`config.mk`:
```
export PLATFORM = sky130hd
export DESIGN_NAME = inbuf_wr_cntl
export DESIGN_NICKNAME = d
export VERILOG_FILES = /design/src/rtl/inbuf_wr_cntl.sv
export SDC_FILE = /design/constraint.sdc
export NUM_CORES = 1
export LEC_CHECK = 0
export CAP_MARGIN = 20
export CORE_AREA = 5 5 207 209
export CTS_CLUSTER_DIAMETER = 100
export DETAILED_ROUTE_END_ITERATION = 10
export DIE_AREA = 0 0 212 214
export PLACE_DENSITY = 0.48
export SKIP_CTS_REPAIR_TIMING = 1
export SYNTH_ARGS = -nofsm -noshare
export SYNTH_HDL_FRONTEND = slang
export SYNTH_SLANG_ARGS = --single-unit
```
`constraint.sdc`:
```
create_clock -name clk -period 4.5 [get_ports clk]
set_clock_uncertainty 0.2 [all_clocks]
set_input_delay 1.35 -clock clk [delete_from_list [all_inputs] [get_ports clk]]
set_output_delay 1.35 -clock clk [all_outputs]
set_load 0.005 [all_outputs]
```
`src/rtl/inbuf_wr_cntl.sv`:
```
// inbuf_wr_cntl: circular-FIFO write/pointer manager and read-valid regenerator for the input buffer memory
module inbuf_wr_cntl #(
  parameter int INBUF_MEM_DATA_W = 256,
  parameter int INBUF_MEM_ADDR_W = 6,
  parameter int RD_LAT = 1,
  parameter int AFULL_MARGIN = 2
) (
  input  logic                        clk,
  input  logic                        rst,
  input  logic                        eng_flush,
  input  logic                        host_wr_valid,
  input  logic [INBUF_MEM_DATA_W-1:0] host_wr_data,
  output logic                        host_wr_ready,
  output logic                        host_afull,
  input  logic                        cntl_rd_req,
  output logic                        inbuf_mem_wr_req,
  output logic [INBUF_MEM_ADDR_W-1:0] inbuf_mem_wr_addr,
  output logic [INBUF_MEM_DATA_W-1:0] inbuf_mem_wr_data,
  output logic                        inbuf_mem_rd_req,
  output logic [INBUF_MEM_ADDR_W-1:0] inbuf_mem_rd_addr,
  output logic                        inbuf_mem_rd_data_val,
  output logic [INBUF_MEM_ADDR_W:0]   inbuf_level,
  output logic                        inbuf_empty,
  output logic                        rd_underflow
);
  localparam int AW = INBUF_MEM_ADDR_W;
  localparam logic [AW:0] DEPTH = {1'b1, {AW{1'b0}}};
  localparam logic [AW:0] AFULL_LVL = DEPTH - (AW+1)'(AFULL_MARGIN);
  logic clr, wr_ok, rd_ok;
  logic [AW:0] wr_ptr, rd_ptr, level;
  logic [RD_LAT-1:0] val_pipe;
  assign clr = rst | eng_flush;
  assign host_wr_ready = level != DEPTH;
  assign host_afull = level >= AFULL_LVL;
  assign inbuf_empty = level == '0;
  // a read is only granted against stored lines, never against a same-cycle write
  assign wr_ok = host_wr_valid & host_wr_ready & ~clr;
  assign rd_ok = cntl_rd_req & ~inbuf_empty & ~clr;
  assign inbuf_mem_wr_req = wr_ok;
  assign inbuf_mem_wr_addr = wr_ptr[AW-1:0];
  assign inbuf_mem_wr_data = host_wr_data;
  assign inbuf_mem_rd_req = rd_ok;
  assign inbuf_mem_rd_addr = rd_ptr[AW-1:0];
  assign inbuf_mem_rd_data_val = val_pipe[RD_LAT-1];
  assign inbuf_level = level;
  always_ff @(posedge clk) begin
    if (clr) begin
      wr_ptr <= '0;
      rd_ptr <= '0;
      level <= '0;
      rd_underflow <= 1'b0;
      val_pipe <= '0;
    end else begin
      wr_ptr <= wr_ptr + (AW+1)'(wr_ok);
      rd_ptr <= rd_ptr + (AW+1)'(rd_ok);
      level <= level + (AW+1)'(wr_ok) - (AW+1)'(rd_ok);
      rd_underflow <= rd_underflow | (cntl_rd_req & inbuf_empty);
      val_pipe <= (val_pipe << 1) | RD_LAT'(rd_ok);
    end
  end
endmodule

```
Fig. 1: supply network
The bar under the picture is 50 um long. Pins as bars on the die edge. Tap cells in grey.
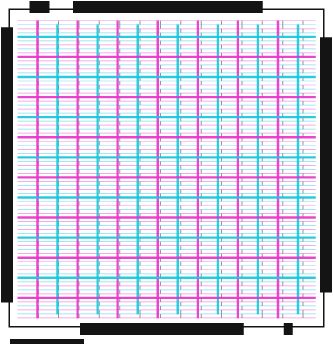
| net | colour |
|---|---|
| VSS | magenta |
| VDD | cyan |
met1 rails: 75
met4 straps: 14
rows: 74
tap cells: 532
core area: 0.0406 mm2
Chip Width: 212 um

Fig. 2: cells coloured by class
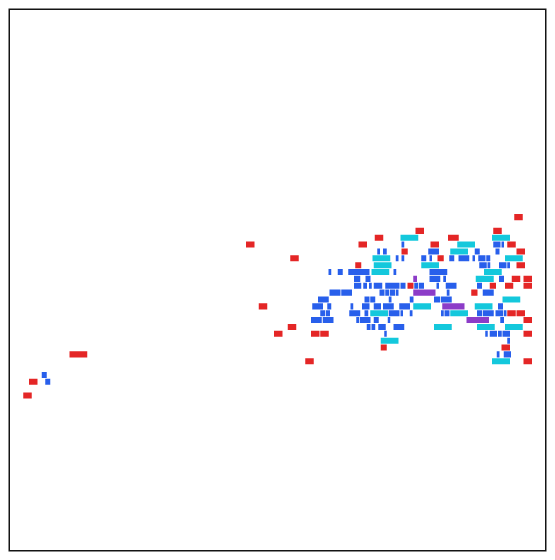
| class | colour | cells |
|---|---|---|
| clock drivers and dummy loads | purple | 4 |
| all other logic | blue | 99 |
| other buffers and delay cells | red | 38 |
| flip-flops | cyan | 21 |

Fig. 3: routed clock nets over the placement
The bar under the picture is 50 um long.
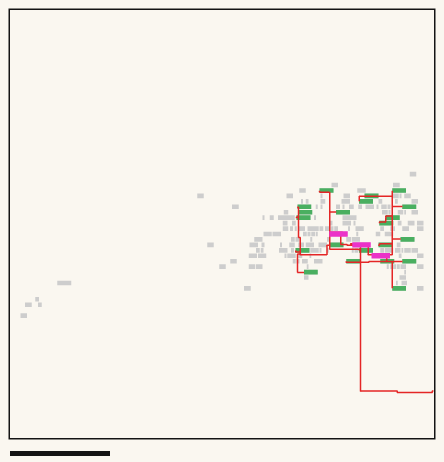
[clock wires] red | length: 394 um
[cells driving clock nets] magenta | count: 3
[flip-flops] green | count: 21
flops lie: middle right
routed clock nets: 4

==> Table 3: Implementation characteristics <==
Summary of implementation characteristics

Parameter                              Value

Clocking
  Number of buffers between clock root and the deepest sink    2
  TritonCTS clock tree    built
  H-tree depth    1
  CTS Root Buffer Type    sky130_fd_sc_hd__clkbuf_16

Logic synthesis
  Synthesized area divided by synthesized cell count    8.15 um2
  Xor/xnor cell area share of the yosys netlist    2.55%
  Area fraction of the dominant cell type after synthesis    62.2%
  Aoi share    1.70%
  Top comb family, area    buffers and inverters
  Predominant post-synthesis flop cell    sky130_fd_sc_hd__dfxtp_1
  Seq share, synth    13.6%
  Post-Syn Nets    659
  Yosys cell count    379
  Cell with the most instances after synthesis    sky130_fd_sc_hd__buf_4
  Main area contributors    sky130_fd_sc_hd__buf_4 62%, sky130_fd_sc_hd__dfxtp_1 14%, sky130_fd_sc_hd__ha_1 7.3%
  Area fraction in full adders, half adders and majority gates    7.94%
  Unique cell types    33
  List of most frequent post-synthesis cells    256 x sky130_fd_sc_hd__buf_4, 21 x sky130_fd_sc_hd__dfxtp_1, 18 x sky130_fd_sc_hd__ha_1, 16 x sky130_fd_sc_hd__nor2_1, 10 x sky130_fd_sc_hd__inv_1
  Dominant cell type by area after synthesis    sky130_fd_sc_hd__buf_4

Global routing
  Antenna violations before repair    0
  Global-route met2 utilization    5.14%
  Busiest layer in global routing    met2
  Total global-route track usage    4.08%
  GRT overflow    0
  Largest net degree at the start of global routing    13

Final timing
  Final Setup Violations    0
  Minimum period implied by the final worst setup slack    4.34 ns
  Max-slew headroom at the worst pin    66.7%
  Hold Vio Cnt, Final    0
  Worst Tran Pin Value    0.499 ns
  Fin Setup TNS    0 ns
  Min Hold Slack    0.278 ns

Run status
  Status    finished clean

Power
  Internal    0.442 mW
  Combinational Power    0.251 mW
  Flop pwr share    33.1%
  NetSw    0.216 mW
  Sequential group power    0.218 mW
  Power in the clock group    0.190 mW

Critical path
  Worst Setup EP    inbuf_mem_wr_req
  Delay contributed by the slowest stage of the critical path    0.51 ns
  Top fanout value on the critical path    5
  FF-to-FF End    inbuf_level[6]
  Origin of the worst setup path    eng_flush
  Slowest stage cell, crit path    sky130_fd_sc_hd__clkdlybuf4s50_1
  Type of element launching the critical path    input pin
  Top cell by count, worst path    sky130_fd_sc_hd__clkdlybuf4s50_1
  Worst endpoint data arrival time    2.79 ns
  Sum of buffers and inverters on the critical path    3
  Crit Path Class    in -> out
  List of cells traversed by the critical path    clkdlybuf4s50_1 > nor2_2 > buf_12 > and3_1 > clkdlybuf4s50_1
  Reg-to-Reg Start    inbuf_level[4]

Place
  Placed Area    0.00218 mm2
  Placed instance count    690
  Count of buffers inserted at the top-level ports    30
  Detailed placer's ending HPWL    8.66 mm
  Global placement routability congestion    0.728

Worst hold path
  Hold Path Origin    rd_underflow
  End of the worst hold path    rd_underflow
  Class of the tightest hold or removal check    reg -> reg

Finish
  Non-clk invs    10
  Non-Filler Cell Area, Final    0.00227 mm2
  Most area-hungry cell class in the final design    combinational gates
  Combinational fraction of the cell area    30.4%
  Diodes inserted    0
  Total number of sequential cells    21
  Area Growth Syn to Fin    -26.5%
  Dominant logic cell types in the final layout    29 x sky130_fd_sc_hd__clkdlybuf4s50_1, 21 x sky130_fd_sc_hd__dfxtp_1, 18 x sky130_fd_sc_hd__ha_1, 15 x sky130_fd_sc_hd__nor2_1, 10 x sky130_fd_sc_hd__inv_1
  Sequential share of cell area    18.5%
  Area occupied by multi-input gates    691 um2
  Count of multi-input gates    89
  Fin cells    694

Flow run
  Max Cap Viol    0

Drt
  DRT Pass-1 Iters    4
  Routed wire length    10.2 mm
  Final antenna-violating net count    0

Floorplan
  Number of top-level pins    543
Fig. 4: wiring by layer
The bar under the picture is 50 um long. Only two layers are drawn.
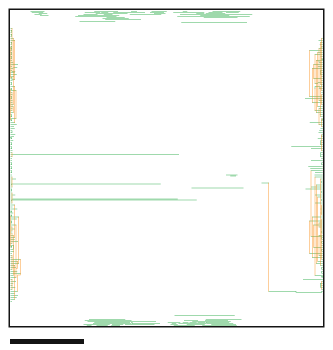
| layer | colour | wire length |
|---|---|---|
| met4 | orange | 1210 um |
| met3 | green | 2290 um |

Fig. 5: clock nets
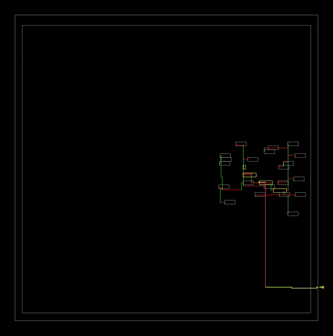
latest clock arrival within the worst-skew pair: 0.25 ns
clk sink count: 21
clock buffer instance count of the final layout: 3

Power is estimated from default activity; no workload was simulated.
